**src/rtl/wb_arbiter.sv**
```systemverilog
// Two-master Wishbone arbiter (d_wb = port 0, s_wb = port 1) onto one memory port, with a watchdog.
// Optional macro WB_ARB_FIXED_PRIO_EN: port 0 always wins ties instead of round-robin.
module wb_arbiter #(
  parameter int unsigned TIMEOUT = 255
) (
  input  logic         clk,
  input  logic         rst,

  // Port 0: data cache
  input  logic [11:0]  d_wb_adr_i,
  input  logic [127:0] d_wb_dat_m_i,
  output logic [127:0] d_wb_dat_s_o,
  input  logic [15:0]  d_wb_sel_i,
  input  logic         d_wb_we_i,
  input  logic         d_wb_stb_i,
  input  logic         d_wb_cyc_i,
  output logic         d_wb_ack_o,
  output logic         d_wb_rty_o,

  // Port 1: stream buffer
  input  logic [11:0]  s_wb_adr_i,
  input  logic [127:0] s_wb_dat_m_i,
  output logic [127:0] s_wb_dat_s_o,
  input  logic [15:0]  s_wb_sel_i,
  input  logic         s_wb_we_i,
  input  logic         s_wb_stb_i,
  input  logic         s_wb_cyc_i,
  output logic         s_wb_ack_o,
  output logic         s_wb_rty_o,

  // Physical memory
  output logic [11:0]  wb_adr_o,
  output logic [127:0] wb_dat_m_o,
  input  logic [127:0] wb_dat_s_i,
  output logic [15:0]  wb_sel_o,
  output logic         wb_we_o,
  output logic         wb_stb_o,
  output logic         wb_cyc_o,
  input  logic         wb_ack_i,
  input  logic         wb_rty_i
);

  typedef enum logic [1:0] {
    StIdle,
    StGrant0,
    StGrant1
  } state_e;

  localparam bit         WatchdogEn  = (TIMEOUT != 0);
  localparam logic [7:0] TimeoutLast = WatchdogEn ? 8'(TIMEOUT - 1) : 8'd0;

  state_e     state_q, state_d;
  logic       last_grant_q, last_grant_d;
  logic [7:0] timer_q, timer_d;

  logic req0, req1;
  logic granted, own1;
  logic owner_cyc, owner_stb;
  logic mem_resp;
  logic timeout;
  logic tie_pick1;

  assign req0      = d_wb_cyc_i & d_wb_stb_i;
  assign req1      = s_wb_cyc_i & s_wb_stb_i;
  assign granted   = (state_q != StIdle);
  assign own1      = (state_q == StGrant1);
  assign owner_cyc = own1 ? s_wb_cyc_i : d_wb_cyc_i;
  assign owner_stb = own1 ? s_wb_stb_i : d_wb_stb_i;
  assign mem_resp  = wb_ack_i | wb_rty_i;

  // An owner that has already dropped CYC is treated as an abort, not a timeout.
  assign timeout = WatchdogEn & granted & ~mem_resp & owner_cyc & (timer_q == TimeoutLast);

`ifdef WB_ARB_FIXED_PRIO_EN
  assign tie_pick1 = 1'b0;
`else
  assign tie_pick1 = ~last_grant_q;
`endif

  always_comb begin
    state_d      = state_q;
    last_grant_d = last_grant_q;
    timer_d      = timer_q;
    unique case (state_q)
      StIdle: begin
        timer_d = 8'd0;
        if (req0 && req1) begin
          state_d = tie_pick1 ? StGrant1 : StGrant0;
        end else if (req0) begin
          state_d = StGrant0;
        end else if (req1) begin
          state_d = StGrant1;
        end
      end
      StGrant0, StGrant1: begin
        if (mem_resp || !owner_cyc || timeout) begin
          state_d      = StIdle;
          last_grant_d = own1;
        end else begin
          timer_d = timer_q + 8'd1;
        end
      end
      default: state_d = StIdle;
    endcase
  end

  always_ff @(posedge clk) begin
    if (rst) begin
      state_q      <= StIdle;
      last_grant_q <= 1'b1;
      timer_q      <= 8'd0;
    end else begin
      state_q      <= state_d;
      last_grant_q <= last_grant_d;
      timer_q      <= timer_d;
    end
  end

  // Outputs are gated by rst so a transfer caught by reset sees CYC drop and no response.
  always_comb begin
    wb_adr_o   = 12'd0;
    wb_dat_m_o = 128'd0;
    wb_sel_o   = 16'd0;
    wb_we_o    = 1'b0;
    wb_stb_o   = 1'b0;
    wb_cyc_o   = 1'b0;
    d_wb_ack_o = 1'b0;
    d_wb_rty_o = 1'b0;
    s_wb_ack_o = 1'b0;
    s_wb_rty_o = 1'b0;
    if (granted && !rst) begin
      wb_adr_o   = own1 ? s_wb_adr_i   : d_wb_adr_i;
      wb_dat_m_o = own1 ? s_wb_dat_m_i : d_wb_dat_m_i;
      wb_sel_o   = own1 ? s_wb_sel_i   : d_wb_sel_i;
      wb_we_o    = own1 ? s_wb_we_i    : d_wb_we_i;
      wb_stb_o   = owner_stb & ~timeout;
      wb_cyc_o   = owner_cyc & ~timeout;
      d_wb_ack_o = ~own1 & wb_ack_i;
      d_wb_rty_o = ~own1 & (wb_rty_i | timeout);
      s_wb_ack_o = own1 & wb_ack_i;
      s_wb_rty_o = own1 & (wb_rty_i | timeout);
    end
  end

  assign d_wb_dat_s_o = wb_dat_s_i;
  assign s_wb_dat_s_o = wb_dat_s_i;

endmodule
```
**config.mk**
```make
export PLATFORM = sky130hd
export DESIGN_NAME = wb_arbiter
export DESIGN_NICKNAME = d
export VERILOG_FILES = /design/src/rtl/wb_arbiter.sv
export SDC_FILE = /design/constraint.sdc
export NUM_CORES = 1
export LEC_CHECK = 0
export CORE_AREA = 3 3 334 336
export DETAILED_ROUTE_END_ITERATION = 8
export DIE_AREA = 0 0 337 339
export PLACE_DENSITY_LB_ADDON = 0.2
export SYNTH_ARGS = -nofsm -noshare
export SYNTH_HDL_FRONTEND = slang
export SYNTH_SLANG_ARGS = --single-unit
```
**constraint.sdc**
```tcl
create_clock -name clk -period 3.3 [get_ports clk]
set_clock_uncertainty 0.05 [all_clocks]
set_input_delay 0.66 -clock clk [delete_from_list [all_inputs] [get_ports clk]]
set_output_delay 0.66 -clock clk [all_outputs]
set_load 0.01 [all_outputs]
```
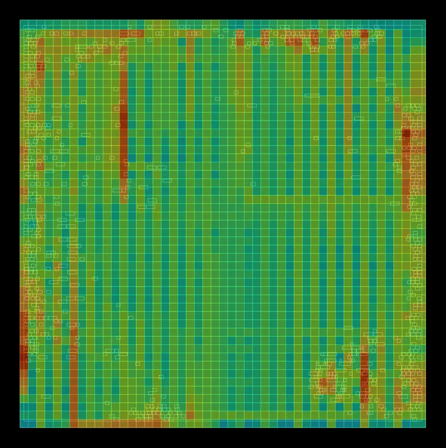
run_1/final_congestion.png
Most Crowded Layer GR: met2
global-route met1 utilization: 0.08742
met3 track utilization from global routing: 0.04648

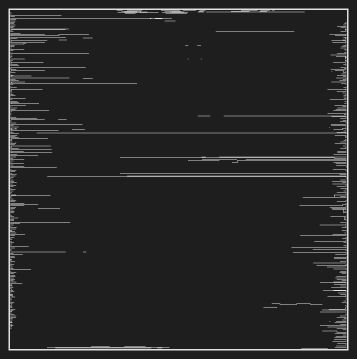
run_1/met3.png
(1 px per um)
wire length on this layer = 7130 um
share of all routed wire = 14%
aggregate routed wire length: 52700 um
total vias in the final route: 5018

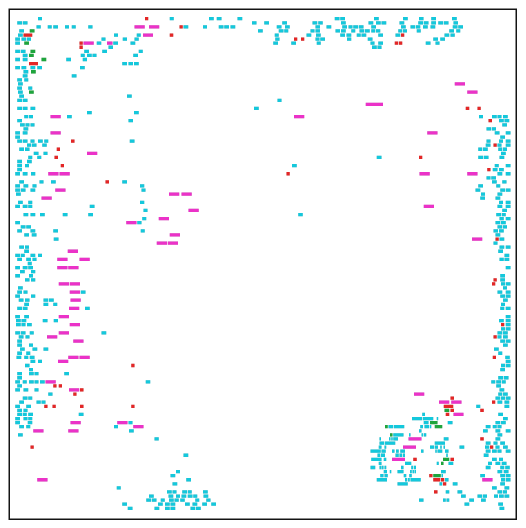
run_1/drive_strength.png
(1.5 px per um)
cyan -> drive 1 or less  # cells 638, most used clkdlybuf4s50_1
magenta -> drive 6 and up  # cells 63, most used buf_12
red -> drive 3 to 4  # cells 55, most used buf_4
green -> drive 2  # cells 15, most used a22o_2

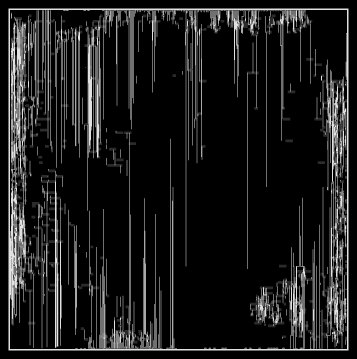
run_1/met2.png
(1 px per um) Cells faint in the background.
wire length on this layer = 25.3 mm
main direction = vertical
nets with wire on the layer = 1101
share of all routed wire = 48%
longest straight run = 256 um

==> run_summary.xml, run 1 <==
<?xml version="1.0" encoding="UTF-8"?>
<metrics>
  <group name="status">
    <metric name="outcome" unit="">complete, no violations</metric>
  </group>
  <group name="floorplanning">
    <metric name="core.rowCount" unit="">121</metric>
    <metric name="dieArea" unit="mm^2">0.1142</metric>
    <metric name="floorplan.core_area" unit="mm^2">0.1089</metric>
    <metric name="dieWidth" unit="um">337</metric>
    <metric name="io_pins" unit="">869</metric>
  </group>
  <group name="final_layout">
    <metric name="finalNetCount" unit="">1226</metric>
    <metric name="largest-register" unit="">timer_q</metric>
    <metric name="area.growth.synth_to_final" unit="%">133.2</metric>
    <metric name="fin_area" unit="mm^2">0.009744</metric>
    <metric name="layout.filler_cells" unit="">12600</metric>
    <metric name="layout_top_cell_excl_fill_tap" unit="">clkdlybuf4s50_1</metric>
    <metric name="largest_register_ff_count" unit="">8</metric>
  </group>
  <group name="final_timing">
    <metric name="fin_hold_ws" unit="ns">0.4256</metric>
    <metric name="rsz0062_at_grt" unit="">false</metric>
    <metric name="setup_total_negative_slack" unit="ns">0</metric>
    <metric name="post_layout_period_usage_of_the_worst_path" unit="">0.9687</metric>
    <metric name="timing_max_transition_violations_final" unit="">0</metric>
  </group>
  <group name="yosys">
    <metric name="synth.cells.most_frequent" unit="">buf_4, a22o_1, clkbuf_1, dfxtp_1, mux2i_1</metric>
    <metric name="ys.flop_type" unit="">dfxtp_1</metric>
    <metric name="fraction_of_registers_with_async_set_or_reset_after_synthesis" unit="">0</metric>
    <metric name="synthMostInstantiatedCell" unit="">buf_4</metric>
    <metric name="cell_type_with_the_highest_aggregate_area_in_the_netlist" unit="">buf_4</metric>
    <metric name="top_area_cell_types" unit="">buf_4, a22o_1, dfxtp_1, clkbuf_1, mux2i_1</metric>
    <metric name="top_area_frac" unit="">0.4600</metric>
    <metric name="net_count_after_synthesis" unit="">990</metric>
    <metric name="synth_cell_types" unit="">37</metric>
    <metric name="synth-area-yosys" unit="mm^2">0.004178</metric>
    <metric name="synth_flops" unit="">11</metric>
    <metric name="yosys.stat.seqShare" unit="">0.05271</metric>
    <metric name="synthesis.area_per_instance" unit="um^2">7.794</metric>
    <metric name="edf_count" unit="">0</metric>
  </group>
  <group name="power">
    <metric name="worst_vdd_ir" unit="V">0.0001202</metric>
    <metric name="cell_internal_pwr" unit="mW">1.353</metric>
    <metric name="switchingPower" unit="uW">883.0</metric>
    <metric name="seq_power_share" unit="">0.065</metric>
    <metric name="leakagePower" unit="nW">3.250</metric>
    <metric name="power.clock.total" unit="uW">222</metric>
    <metric name="p_per_area" unit="mW/mm^2">229.5</metric>
    <metric name="clockPowerShare" unit="">0.099</metric>
    <metric name="total_power" unit="mW">2.236</metric>
    <metric name="power_combinational" unit="mW">1.87</metric>
    <metric name="combPwrFrac" unit="">0.836</metric>
    <metric name="top_power_group" unit="">combinational logic</metric>
    <metric name="power.share.switching" unit="">0.3949</metric>
  </group>
  <group name="job">
    <metric name="max_cap_violations" unit="">0</metric>
  </group>
  <group name="worst_hold_path">
    <metric name="worstHoldPathCells" unit="">2</metric>
    <metric name="hold_path.class" unit="">register to register</metric>
  </group>
  <group name="route">
    <metric name="viasPerCell" unit="">2.286</metric>
    <metric name="avgRoutedWirePerCell" unit="um">24.01</metric>
    <metric name="antenna_left" unit="">0</metric>
    <metric name="dr.first_iter.drc_count" unit="">139</metric>
    <metric name="post-route-drc-count" unit="">0</metric>
    <metric name="number_of_search_and_repair_iterations_in_the_first_detailed_routing_pass" unit="">5</metric>
  </group>
  <group name="place">
    <metric name="pre_cts_slack" unit="ns">-0.3585</metric>
    <metric name="port_buffers" unit="">484</metric>
    <metric name="place.detailed.hpwl" unit="um">48600</metric>
    <metric name="detailed_place.area" unit="mm^2">0.009553</metric>
    <metric name="gp_congestion" unit="">0.7535</metric>
  </group>
  <group name="worst_setup_path">
    <metric name="setup.worst_path.end_class" unit="">output pin</metric>
    <metric name="cp.arrival" unit="ns">2.49</metric>
    <metric name="worst-path-max-fanout" unit="">11</metric>
    <metric name="reg2regPathDepth" unit="">7</metric>
  </group>
  <group name="clock_network">
    <metric name="holdBufCountCts" unit="">0</metric>
    <metric name="clock_tree.htree_level_count" unit="">1</metric>
    <metric name="latency_at_later_pin" unit="ns">0.24</metric>
    <metric name="tritoncts_clock_tree" unit="">yes</metric>
    <metric name="cts_max_path_buffers" unit="">2</metric>
    <metric name="clkSlewWorstSetupHoldPaths" unit="ns">0.04</metric>
    <metric name="ctsRootBufferMaster" unit="">clkbuf_16</metric>
  </group>
  <group name="global_routing">
    <metric name="grt_pass1_wl" unit="um">63300</metric>
    <metric name="grt_max_degree" unit="">59</metric>
    <metric name="grt.total_usage" unit="">0.08638</metric>
  </group>
</metrics>
run 1: cells by family (layout without fill, tap and decap cells):
logic type / count (synthesis) / in the layout / synth area share
buf+inv: 296 / 531 / 0.4978
compound gates: 172 / 172 / 0.3540
simple gates: 45 / 45 / 0.06439
flops: 11 / 11 / 0.05271
mux: 8 / 8 / 0.01917
fa+ha+maj: 4 / 4 / 0.01198
other cells: 0 / 10 / 0
run 1: layer usage:
| layer | routed length, um | GRT usage | vias up |
|---|---|---|---|
| met3 | 7130 | 0.04648 | 114 |
| met1 | 18450 | 0.08742 | 2224 |
| met5 | 153 | 0 | - |
| li1 | - | - | 2178 |
| met2 | 25290 | 0.1532 | 480 |
| met4 | 1677 | 0.02326 | 22 |
run 1: area by class of cell:
cell class / instances / area [um^2] / area share
sequential: 11 / 220.2 / 0.02260
clock buffer: 4 / 78.83 / 0.008089
multi-input combinational: 229 / 1929 / 0.1980
tap: 1414 / 1769 / 0.1816
timing repair buffer: 524 / 5710 / 0.5860
inverter: 3 / 11.26 / 0.001156
antenna: 10 / 25.02 / 0.002568
run 1: repair_timing:
item                                    in CTS  in global routing
pin swaps                                    1                  0
gates cloned                                 1                  0
endpoints found under the hold margin        0                  0
endpoints found under the setup margin     111                 36
setup buffers                                3                  0
resized                                     21                  3
run 1: worst paths after layout:
check | from | endpoint | slack, ns
max reg2reg | state_q[0] | timer_q[4] | 1.15
min reg2reg | timer_q[7] | timer_q[7] | 0.43
min | timer_q[7] | timer_q[7] | 0.43
max | rst | wb_dat_m_o[51] | 0.10
run 1: critical path: stages:
cell and delay (ns):
dlygate4sd2_1 0.29, nor3b_4 0.27, buf_4 0.20, bufbuf_16 0.30, a22o_1 0.18, clkdlybuf4s50_1 0.57
## Run 2: what changed since run 1
--- a/config.mk
+++ b/config.mk
@@ -9,6 +9,7 @@
 export DETAILED_ROUTE_END_ITERATION = 8
 export DIE_AREA = 0 0 337 339
 export PLACE_DENSITY_LB_ADDON = 0.2
+export SKIP_CTS_REPAIR_TIMING = 1
 export SYNTH_ARGS = -nofsm -noshare
 export SYNTH_HDL_FRONTEND = slang
 export SYNTH_SLANG_ARGS = --single-unit
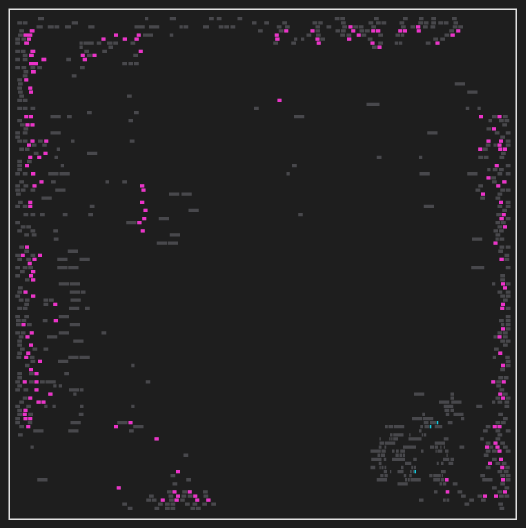
run_2/gate_families.png
(1.5 px per um)
cyan -> inverters  # cells 3, most used inv_1
magenta -> AND-OR and OR-AND gates  # cells 159, most used a22o_1, where spread over the die

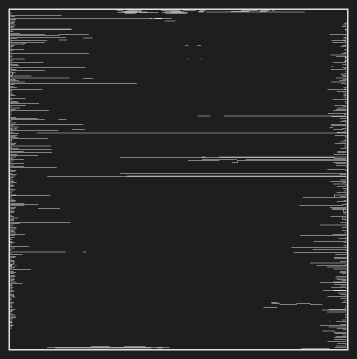
run_2/met3.png
(1 px per um)
nets with wire on the layer = 405
longest straight run = 309 um
share of all routed wire = 13%
total vias in the final route: 5037
met3 track utilization from global routing: 0.04642

==> run 2 against run 1 <==
Against the previous run: core utilization is essentially flat; wire length grew 0.24%; first-iteration DRC count increased by 15%; worst hold slack lost 0.0029 ns; synthesized area is the same; die area stayed put; maximum frequency rose by 0.14%; sequential power barely moved; largest cell class unchanged; largest power group unchanged; highest routed layer unchanged.
==> run_summary.xml, run 2 <==
<?xml version="1.0" encoding="UTF-8"?>
<metrics>
  <group name="floorplanning">
    <metric name="dieArea" unit="mm^2">0.1142</metric>
    <metric name="dieWidth" unit="um">337</metric>
    <metric name="io_pins" unit="">869</metric>
    <metric name="core.rowCount" unit="">121</metric>
    <metric name="floorplan.core_area" unit="mm^2">0.1089</metric>
  </group>
  <group name="place">
    <metric name="gp_congestion" unit="">0.7535</metric>
    <metric name="port_buffers" unit="">484</metric>
    <metric name="detailed_place.area" unit="mm^2">0.009553</metric>
    <metric name="place.detailed.hpwl" unit="um">48600</metric>
  </group>
  <group name="power">
    <metric name="worst_vdd_ir" unit="V">0.0001205</metric>
    <metric name="switchingPower" unit="uW">883.0</metric>
    <metric name="top_power_group" unit="">combinational logic</metric>
    <metric name="power.clock.total" unit="uW">222</metric>
    <metric name="combPwrFrac" unit="">0.836</metric>
    <metric name="cell_internal_pwr" unit="mW">1.359</metric>
    <metric name="seq_power_share" unit="">0.065</metric>
    <metric name="power.share.switching" unit="">0.3939</metric>
    <metric name="clockPowerShare" unit="">0.099</metric>
    <metric name="power_combinational" unit="mW">1.87</metric>
    <metric name="leakagePower" unit="nW">3.370</metric>
    <metric name="p_per_area" unit="mW/mm^2">228.9</metric>
  </group>
  <group name="status">
    <metric name="outcome" unit="">complete, no violations</metric>
  </group>
  <group name="worst_setup_path">
    <metric name="worst_path_largest_cell_delay" unit="ns">0.56</metric>
    <metric name="timing.critical_path.cells" unit="">clkdlybuf4s50_1 -&gt; mux2i_1 -&gt; or3_1 -&gt; nor2_2 -&gt; o21a_1 -&gt; clkdlybuf4s50_1</metric>
    <metric name="cp.arrival" unit="ns">2.48</metric>
    <metric name="critical_path.top_delay_family" unit="">buffers and inverters</metric>
    <metric name="worst-path-max-fanout" unit="">3</metric>
  </group>
  <group name="yosys">
    <metric name="synth.cells.most_frequent" unit="">buf_4, a22o_1, clkbuf_1, dfxtp_1, mux2i_1</metric>
    <metric name="yosys.stat.seqShare" unit="">0.05271</metric>
    <metric name="edf_count" unit="">0</metric>
    <metric name="net_count_after_synthesis" unit="">990</metric>
    <metric name="top_area_frac" unit="">0.4600</metric>
    <metric name="synth_flops" unit="">11</metric>
    <metric name="synthMostInstantiatedCell" unit="">buf_4</metric>
    <metric name="top_area_cell_types" unit="">buf_4, a22o_1, dfxtp_1, clkbuf_1, mux2i_1</metric>
    <metric name="ys.flop_type" unit="">dfxtp_1</metric>
    <metric name="cell_type_with_the_highest_aggregate_area_in_the_netlist" unit="">buf_4</metric>
    <metric name="synth-area-yosys" unit="mm^2">0.004178</metric>
    <metric name="synth_cell_types" unit="">37</metric>
  </group>
  <group name="global_routing">
    <metric name="grt_pass1_wl" unit="um">62360</metric>
    <metric name="grt_max_degree" unit="">59</metric>
    <metric name="grt.total_usage" unit="">0.08493</metric>
  </group>
  <group name="final_timing">
    <metric name="rsz0062_at_grt" unit="">false</metric>
    <metric name="post_layout_period_usage_of_the_worst_path" unit="">0.9674</metric>
    <metric name="fin_hold_ws" unit="ns">0.4226</metric>
  </group>
  <group name="route">
    <metric name="avgRoutedWirePerCell" unit="um">24.06</metric>
    <metric name="post-route-drc-count" unit="">0</metric>
    <metric name="viasPerCell" unit="">2.294</metric>
    <metric name="drt_wl_total" unit="um">52830</metric>
    <metric name="dr.first_iter.drc_count" unit="">160</metric>
  </group>
  <group name="final_layout">
    <metric name="finalNetCount" unit="">1227</metric>
    <metric name="area.growth.synth_to_final" unit="%">134.4</metric>
    <metric name="logic_area" unit="mm^2">0.001926</metric>
    <metric name="largest-register" unit="">timer_q</metric>
    <metric name="largest_register_ff_count" unit="">8</metric>
    <metric name="seq_area" unit="um^2">220.2</metric>
    <metric name="layout_top_cell_excl_fill_tap" unit="">clkdlybuf4s50_1</metric>
    <metric name="fin_area" unit="mm^2">0.009792</metric>
  </group>
  <group name="clock_network">
    <metric name="clock_tree.htree_level_count" unit="">1</metric>
    <metric name="ctsRootBufferMaster" unit="">clkbuf_16</metric>
    <metric name="tritoncts_clock_tree" unit="">yes</metric>
    <metric name="latency_at_later_pin" unit="ns">0.24</metric>
    <metric name="clkSlewWorstSetupHoldPaths" unit="ns">0.04</metric>
  </group>
  <group name="worst_hold_path">
    <metric name="hold_path.class" unit="">register to register</metric>
  </group>
  <group name="job">
    <metric name="max_cap_violations" unit="">0</metric>
  </group>
</metrics>
run 2: cell counts after synthesis:
No cell type changed its count.
run 2: final timing paths:
| kind | start | endpoint | slack (ns) | cells past startpoint |
|---|---|---|---|---|
| max | s_wb_cyc_i | s_wb_rty_o | 0.11 | 6 |
| min | timer_q[7] | timer_q[7] | 0.42 | 2 |
| max reg2reg | state_q[0] | timer_q[4] | 1.06 | 7 |
| min reg2reg | timer_q[7] | timer_q[7] | 0.42 | 2 |
run 2: cell families (layout without fill, tap and decap cells):
| kind of cell | after synthesis | count (layout) | share of synthesized area |
|---|---|---|---|
| compound gates | 172 | 172 | 0.3540 |
| fa+ha+maj | 4 | 4 | 0.01198 |
| buf+inv | 296 | 532 | 0.4978 |
| flops | 11 | 11 | 0.05271 |
| mux | 8 | 8 | 0.01917 |
| other cells | 0 | 10 | 0 |
| simple gates | 45 | 45 | 0.06439 |
run 2: layout make-up:
| cell class | count | share of cell area |
|---|---|---|
| timing repair buffer | 525 | 0.5884 |
| multi-input combinational | 229 | 0.1967 |
| tap | 1414 | 0.1807 |
| sequential | 11 | 0.02249 |
| clock buffer | 4 | 0.008050 |
| antenna | 10 | 0.002556 |
| inverter | 3 | 0.001150 |
run 2: stage by stage:
step | setup TNS [ns] | power (mW) | setup WS (ns)
finish | 0 | 2.242 | 0.1077
global route | 0 | 2.393 | 0.02075
CTS | -8.286 | 2.320 | -0.3650
detailed placement | -7.491 | 2.087 | -0.3585
global placement | -5.872 | 2.087 | -0.3528
floorplan | 0 | 0.9480 | 0.6002
run 2: per-layer routing:
metal / GRT usage / vias up / wire length, um
met1: 0.08566 / 2237 / 18490
met3: 0.04642 / 108 / 7031
li1: - / 2178 / -
met5: 0 / - / 153
met4: 0.02326 / 22 / 1609
met2: 0.1503 / 492 / 25550
No activity file was given, so power comes from the tool's default toggle rates.
